[src/rtl/mux21_rr_arbiter_if.sv]
// Bundle of request, data, grant and output signals for the two-requester arbiter.
//
//   req_a, req_b : requests from A and B (held high for a whole transaction)
//   a, b         : WIDTH-bit request data from A and B
//   gnt_a, gnt_b : registered grants; at most one is high
//   s            : registered mux select, 1 only while B owns the path
//   y, yv        : registered selected word and its valid flag
//
// master : requester/consumer side (drives requests and data)
// slave  : arbiter side (drives grants, select and output word)
interface mux21_rr_arbiter_if #(
    parameter int unsigned WIDTH = 1
) ();
    logic             req_a;
    logic             req_b;
    logic [WIDTH-1:0] a;
    logic [WIDTH-1:0] b;
    logic             gnt_a;
    logic             gnt_b;
    logic             s;
    logic [WIDTH-1:0] y;
    logic             yv;

    modport master (
        output req_a, req_b, a, b,
        input  gnt_a, gnt_b, s, y, yv
    );

    modport slave (
        input  req_a, req_b, a, b,
        output gnt_a, gnt_b, s, y, yv
    );
endinterface

[src/rtl/mux21_rr_arbiter.sv]
// Two-requester round-robin arbiter driving a shared, registered 2:1 data multiplexer.
// One requester owns the path at a time; the owner's word is registered onto y with yv
// marking a cycle in which y carries owner data. On a tie from idle the requester that
// was not granted last wins (A wins the first tie after reset).
//
// Ports:
//   clk   : clock, rising edge
//   rst_n : asynchronous active-low reset, clears all state immediately
//   bus   : mux21_rr_arbiter_if.slave (req_a, req_b, a, b in; gnt_a, gnt_b, s, y, yv out)
//
// Parameters:
//   WIDTH    : data word width (>= 1); must match the interface WIDTH
//   MAX_HOLD : max consecutive grant cycles under contention (>= 2), timeout build only
//
// Optional feature: define MUX_ARB_TIMEOUT_EN to bound how long an owner may keep the path
// while the other requester is waiting. Without it an owner holds the path as long as its
// request stays high.
module mux21_rr_arbiter #(
    parameter int unsigned WIDTH    = 1,
    parameter int unsigned MAX_HOLD = 4
) (
    input logic               clk,
    input logic               rst_n,
    mux21_rr_arbiter_if.slave bus
);

    typedef enum logic [1:0] {
        StIdle = 2'd0,
        StGntA = 2'd1,
        StGntB = 2'd2
    } state_e;

    state_e           state_q, state_d;
    logic             last_b_q, last_b_d;  // 1: B was the most recent grantee
    logic             gnt_a_q, gnt_b_q, s_q, yv_q;
    logic [WIDTH-1:0] y_q;
    logic             force_switch;

    // Out-of-range MAX_HOLD leaves this marker block in the hierarchy; it also keeps the
    // parameter referenced in the default build where nothing else consumes it.
    if (MAX_HOLD < 2) begin : g_max_hold_out_of_range
    end

`ifdef MUX_ARB_TIMEOUT_EN
    localparam int unsigned     HoldW    = $clog2(MAX_HOLD + 1);
    localparam logic [HoldW-1:0] HoldLast = HoldW'(MAX_HOLD - 1);

    logic [HoldW-1:0] hold_cnt_q, hold_cnt_d;

    // Owner has used its last allowed cycle and the other side is waiting.
    always_comb begin
        force_switch = 1'b0;
        if (hold_cnt_q == HoldLast) begin
            force_switch = ((state_q == StGntA) && bus.req_b) ||
                           ((state_q == StGntB) && bus.req_a);
        end
    end

    // Cleared on any state change (grant entry or return to idle); saturates at HoldLast so
    // contention arriving late in a long grant still forces a switch.
    always_comb begin
        hold_cnt_d = hold_cnt_q;
        if (state_d != state_q) begin
            hold_cnt_d = '0;
        end else if ((state_q != StIdle) && (hold_cnt_q != HoldLast)) begin
            hold_cnt_d = hold_cnt_q + HoldW'(1);
        end
    end
`else
    assign force_switch = 1'b0;
`endif

    always_comb begin
        state_d  = state_q;
        last_b_d = last_b_q;
        case (state_q)
            StIdle: begin
                if (bus.req_a && bus.req_b) begin
                    state_d = last_b_q ? StGntA : StGntB;
                end else if (bus.req_a) begin
                    state_d = StGntA;
                end else if (bus.req_b) begin
                    state_d = StGntB;
                end
            end
            StGntA: begin
                // Hand over directly when A leaves or times out; no idle bubble.
                if (!bus.req_a || force_switch) begin
                    state_d = bus.req_b ? StGntB : StIdle;
                end
            end
            StGntB: begin
                if (!bus.req_b || force_switch) begin
                    state_d = bus.req_a ? StGntA : StIdle;
                end
            end
            default: state_d = StIdle;
        endcase

        if ((state_d == StGntA) && (state_q != StGntA)) begin
            last_b_d = 1'b0;
        end else if ((state_d == StGntB) && (state_q != StGntB)) begin
            last_b_d = 1'b1;
        end
    end

    always_ff @(posedge clk or negedge rst_n) begin
        if (!rst_n) begin
            state_q    <= StIdle;
            last_b_q   <= 1'b1;
            gnt_a_q    <= 1'b0;
            gnt_b_q    <= 1'b0;
            s_q        <= 1'b0;
            y_q        <= '0;
            yv_q       <= 1'b0;
`ifdef MUX_ARB_TIMEOUT_EN
            hold_cnt_q <= '0;
`endif
        end else begin
            state_q    <= state_d;
            last_b_q   <= last_b_d;
            gnt_a_q    <= (state_d == StGntA);
            gnt_b_q    <= (state_d == StGntB);
            s_q        <= (state_d == StGntB);
            // Data path follows the grant already in place, one cycle behind the FSM.
            yv_q       <= gnt_a_q | gnt_b_q;
            if (gnt_a_q || gnt_b_q) begin
                y_q <= gnt_b_q ? bus.b : bus.a;
            end
`ifdef MUX_ARB_TIMEOUT_EN
            hold_cnt_q <= hold_cnt_d;
`endif
        end
    end

    assign bus.gnt_a = gnt_a_q;
    assign bus.gnt_b = gnt_b_q;
    assign bus.s     = s_q;
    assign bus.y     = y_q;
    assign bus.yv    = yv_q;

endmodule

[src/flat_wrapper.sv]
// flat-port wrapper written by rule: the top's interface ports become plain ports
module mux21_rr_arbiter_flat 
#(
    parameter int unsigned WIDTH    = 1,
    parameter int unsigned MAX_HOLD = 4
)
  (clk, rst_n, bus_req_a, bus_req_b, bus_a, bus_b, bus_gnt_a, bus_gnt_b, bus_s, bus_y, bus_yv);
  mux21_rr_arbiter_if #(.WIDTH(WIDTH)) bus_i ();
  input logic clk;
  input logic rst_n;
  input wire logic [$bits(bus_i.req_a)-1:0] bus_req_a;
  input wire logic [$bits(bus_i.req_b)-1:0] bus_req_b;
  input wire logic [$bits(bus_i.a)-1:0] bus_a;
  input wire logic [$bits(bus_i.b)-1:0] bus_b;
  output wire logic [$bits(bus_i.gnt_a)-1:0] bus_gnt_a;
  output wire logic [$bits(bus_i.gnt_b)-1:0] bus_gnt_b;
  output wire logic [$bits(bus_i.s)-1:0] bus_s;
  output wire logic [$bits(bus_i.y)-1:0] bus_y;
  output wire logic [$bits(bus_i.yv)-1:0] bus_yv;
  assign bus_i.req_a = bus_req_a;
  assign bus_i.req_b = bus_req_b;
  assign bus_i.a = bus_a;
  assign bus_i.b = bus_b;
  assign bus_gnt_a = bus_i.gnt_a;
  assign bus_gnt_b = bus_i.gnt_b;
  assign bus_s = bus_i.s;
  assign bus_y = bus_i.y;
  assign bus_yv = bus_i.yv;
  mux21_rr_arbiter #(.WIDTH(WIDTH), .MAX_HOLD(MAX_HOLD)) u_core (.clk(clk), .rst_n(rst_n), .bus(bus_i));
endmodule
[config.mk]
export PLATFORM = sky130hd
export DESIGN_NAME = mux21_rr_arbiter_flat
export DESIGN_NICKNAME = d
export VERILOG_FILES = /design/src/rtl/mux21_rr_arbiter_if.sv /design/src/rtl/mux21_rr_arbiter.sv /design/src/flat_wrapper.sv
export SDC_FILE = /design/constraint.sdc
export NUM_CORES = 1
export LEC_CHECK = 0
export CAP_MARGIN = 40
export CORE_AREA = 2 2 39 41
export CTS_CLUSTER_SIZE = 10
export DETAILED_ROUTE_END_ITERATION = 8
export DIE_AREA = 0 0 41 43
export GPL_TIMING_DRIVEN = 0
export PLACE_DENSITY_LB_ADDON = 0.25
export SLEW_MARGIN = 20
export SYNTH_ARGS = -nofsm -noshare
export SYNTH_HDL_FRONTEND = slang
export SYNTH_SLANG_ARGS = --single-unit
export TNS_END_PERCENT = 5
[constraint.sdc]
create_clock -name clk -period 1.22 [get_ports clk]
set_clock_uncertainty 0.15 [all_clocks]
set_input_delay 0.305 -clock clk [delete_from_list [all_inputs] [get_ports clk]]
set_output_delay 0.305 -clock clk [all_outputs]
set_load 0.05 [all_outputs]
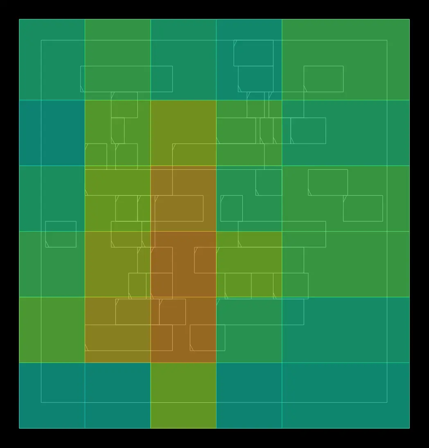
**Above:** run 1 (congestion heat map).
total routing usage reported by global routing: 0.107
Top Usage Layer GRT: met2
wire length per cell: 11.4 um
met1 Resource Use GR: 0.0888
M3 GR Usage: 0.0681

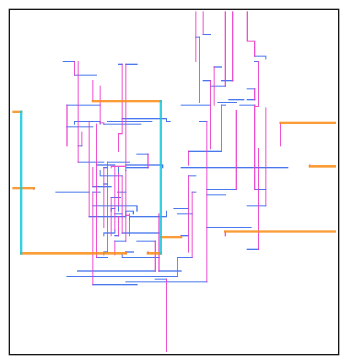
**Above:** run 1 (wiring by layer).
Scale: 8 px per um.
colour	layer	wire length
orange	M3	52.8 um
magenta	M2	337 um
cyan	M4	36.7 um
blue	M1	213 um

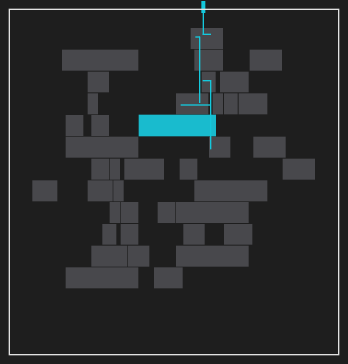
**Above:** run 1 (I/O nets highlighted).
Scale: 8 px per um.
colour	port	bits	direction	end cells	buffers	wire
cyan	`bus_s`	1	output	1	2	25.4 um

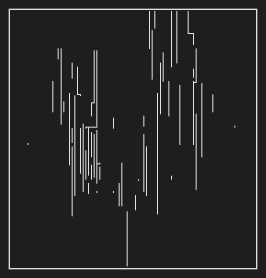
**Above:** run 1 (the metal 2 layer).
Scale: 6 px per um.
wire length on this layer	337 um
main direction	vertical
longest straight run	20.1 um
nets with wire on the layer	39

==> notes.md, run 1 <==
Status on the layout run. Among the non-sequential cells, simple AND/OR/NAND/NOR gates take the most area. Worst hold slack across all endpoints landed at 166 ps. Combinational cells consume a total of 294 uW. Pins over their slew limit in the final report were tallied at 0.

Part of the total power dissipated in combinational logic landed at 0.355. Tally of OpenROAD warnings landed at 28. The worst register-to-register path ends at u_core.last_b_q$_DFFE_PN1P_. Data arrival at the endpoint of the critical path landed at 910 ps. Per the layout report, the design carries 146 filler cells. Area of the die landed at 1760 sq um.

Total number of vias landed at 238. Registers represent a cell area share of 0.390. Met2 usage in global routing landed at 0.150. By count the netlist is led by 6 x dfrtp_1, 4 x and2_1, 2 x nand2_1, 2 x o22ai_1. At the end of routability-driven placement, the weighted congestion stood at 0.695. On the critical path the largest part of the delay comes from flip-flops. Per STA, the startpoint of the critical path is u_core.bus.gnt_b$_DFF_PN0_. Number of non-clock buffers in the layout landed at 12. The startpoint identified for the worst register-to-register timing path is u_core.last_b_q$_DFFE_PN1P_. Total design power landed at 830 uW.

Looking at area per cell type in the netlist, the leader is dfrtp_1. Synthesized netlist net count landed at 31. Leaving out buffers and inverters, the combinational logic in the layout accounts for 110 sq um. Post-route met1 wirelength landed at 212 um. Total number of clock tree sinks landed at 7. For reference, the critical path is captured by bus_s. Note that the worst hold path type here is input pin to asynchronous set/reset pin. The checks that failed: setup timing. The initial antenna violation count came to 0.

The max-slew check reports its worst relative slack as 0.782. The DRC violation total left in the routed layout is recorded as 0. Once layout is done, the placed cells without fillers occupy 455 sq um.

The first global-routing pass estimated 1080 um of wire. Buffer and inverter count on the worst path landed at 2. Setup repair after global routing could not meet its margin everywhere. After layout, the minimum clock period comes to 1370 ps. Post-synth the commonest register cell is dfrtp_1.

By area, the class that comes first in the final layout consists of registers. Clock group share of total power landed at 0.253. Horizontal die dimension landed at 41 um.

Post-detailed-route via-to-cell ratio landed at 4.25. Relative area change from synthesis to final layout landed at 60.4%. Leaving out filler cells and counting taps, the final layout contains 56. Number of cells on the worst reg-to-reg path landed at 3. In the finished layout, the clock tree contains a buffer count of 4. The floorplan has 14 rows. Count of library flops with an enable pin landed at 0.

Based on the critical path, the design can be clocked at up to 730 MHz. The dominant power group in this design is sequential cells. For this configuration, the core starts out at a cell density of 0.205.

Share of final layout cell area taken by non-clock buffers landed at 0.258. Internal power summed over all cells landed at 536 uW. Switching power as a fraction of the total was reported as 0.354. Wire segments on met3 add up to 52 um in the final route.

Async set-reset flop share out of synthesis landed at 1.00. Least setup slack across all paths after layout landed at -149 ps. The flow ran to the end, but the final reports show violations. The end-of-flow timing check tallies setup violations at 6. The synthesis report lists the Yosys warning total as 0.
--- run 2 (diff from run 1) ---
--- a/config.mk
+++ b/config.mk
@@ -12,7 +12,7 @@
 export DIE_AREA = 0 0 41 43
 export GPL_TIMING_DRIVEN = 0
 export PLACE_DENSITY_LB_ADDON = 0.25
-export SLEW_MARGIN = 20
+export SKIP_LAST_GASP = 1
 export SYNTH_ARGS = -nofsm -noshare
 export SYNTH_HDL_FRONTEND = slang
 export SYNTH_SLANG_ARGS = --single-unit
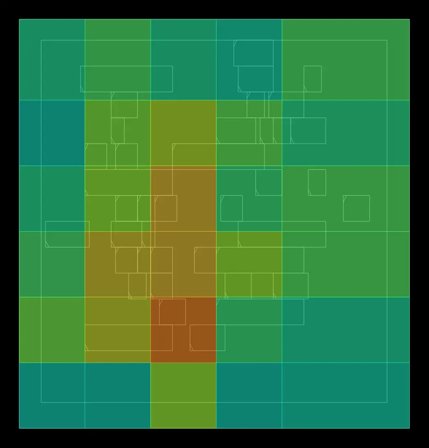
**Above:** run 2 (congestion heat map).
met2 routing resource usage after global routing: 0.150
post-route core utilization: 0.310

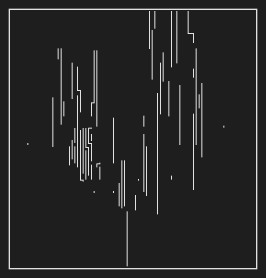
**Above:** run 2 (the metal 2 layer).
Scale: 6 px per um.
longest straight run	20.1 um
share of all routed wire	52%
main direction	vertical
nets with wire on the layer	39
wire length on this layer	321 um

==> run 2 against run 1 <==
- the flow still finishes with violations (setup timing)
- highest routed layer unchanged
- first-iteration DRC count grew to 2.5 times the previous value
- sequential power shrank 3%
- largest power group unchanged
- total power shrank 5.0%
- via count grew 0.42%
- critical path type unchanged
- non-clock buffer count is the same
==> notes.md, run 2 <==
Status on the layout run. Post-detailed-route via-to-cell ratio landed at 4.27. Switching share of power landed at 0.360. Post-cts hold buffer count landed at 0. Sorting the synthesized cells by how often they occur yields 6 x dfrtp_1, 4 x and2_1, 2 x nand2_1, 2 x o22ai_1.

The mapped netlist covers 284 sq um. Summing all multiplexer cells gives an area fraction of 0.0352. Per the detail_route log, met3 wirelength is 56 um. Setup repair after global routing could not meet its margin everywhere. Cell area after layout landed at 429 sq um. The gate-level netlist out of Yosys references 15 unique cell types. Of the total power, combinational logic draws 0.332. Number of non-clock buffers in the layout landed at 12. The first global-routing pass estimated 1080 um of wire. Headroom to the max-slew limit landed at 0.783. In this design, the largest share of critical-path delay is due to flip-flops.

The flow measured a signed area growth from synthesis to layout of 51.1%. Largest driver fanout on the critical path landed at 3. Post-route met1 wirelength landed at 207 um.

Across every metal layer, demand over resource in global routing totals 0.107. Looking at area per cell type in the netlist, the leader is dfrtp_1. Per the synth stats, the proportion of register bits with asynchronous set or reset is 1.00. In this run, post-CTS repair resized a total of 28 instances. For this configuration, the core starts out at a cell density of 0.205. The net count after synthesis is 31.

Least setup slack across all paths after layout landed at -150 ps. Total number of clock tree sinks landed at 7. Counting I/O delays and the setup requirement, the final critical path takes 1370 ps. Number of global-route vias before repair landed at 257. During synthesis, Yosys emitted a total of 0 warnings. The die covers 1760 sq um.

STA lists the startpoint of the worst register-to-register path as u_core.last_b_q$_DFFE_PN1P_. For this run, the number of standard cells in the final layout without fillers is 56. Initial antenna violation count landed at 0. The endpoint identified for the worst register-to-register timing path is u_core.last_b_q$_DFFE_PN1P_. The power report lists cell-internal power as 504 uW.

Met3 capacity usage during global routing landed at 0.0681. The final timing report lists a max-slew violation count of 0. The group that draws the most power in this run is sequential cells. After filler insertion, the fill cell instance count of the layout stands at 152.

The run finished, with violations left. The capture point of the critical path was reported as bus_s. Across all hold checks on the routed design, the worst slack comes to 165 ps. The checks that failed: setup timing. By area, registers come first. Count of library flops with an enable pin landed at 0. In this run the tools logged warnings totalling 28.

Count of endpoints failing setup in the final report landed at 8. Per the final timing report, the hold violations number 0. Number of cells on the worst reg-to-reg path landed at 3. In this run the horizontal extent of the chip is 41 um. According to the hold report, the worst path is of the input pin to asynchronous set/reset pin type. Proportion of cell area occupied by registers landed at 0.414. Share of final layout cell area taken by non-clock buffers landed at 0.245. Together, buffers and inverters on the worst path number 2.

The power report attributes to the clock group a share of 0.267. The DRC violation total left in the routed layout is recorded as 0. The floorplan has 14 rows. The routed design shows a wire length per standard cell of 11.0 um.

Placer's final routability congestion estimate landed at 0.695. The global router reports that the layer with the highest usage is met2. In the synthesized netlist, the dominant kind of combinational cell is simple AND/OR/NAND/NOR gates.

On the critical path, the stage with the largest delay is an instance of dfrtp_2. Total design power landed at 788 uW. Combinational-cell power consumption landed at 261 uW. In this build the clock could be raised as far as 730 MHz.
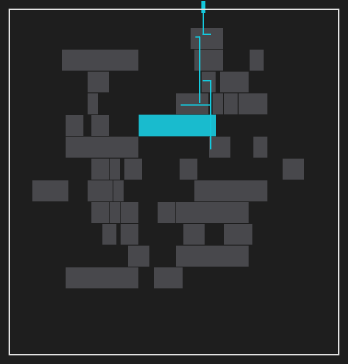
**Above:** run 2 (I/O nets highlighted).
Scale: 8 px per um.
I/O pin count: 11
number of buffer cells added on primary ports: 10

Power is estimated from default activity; no workload was simulated.
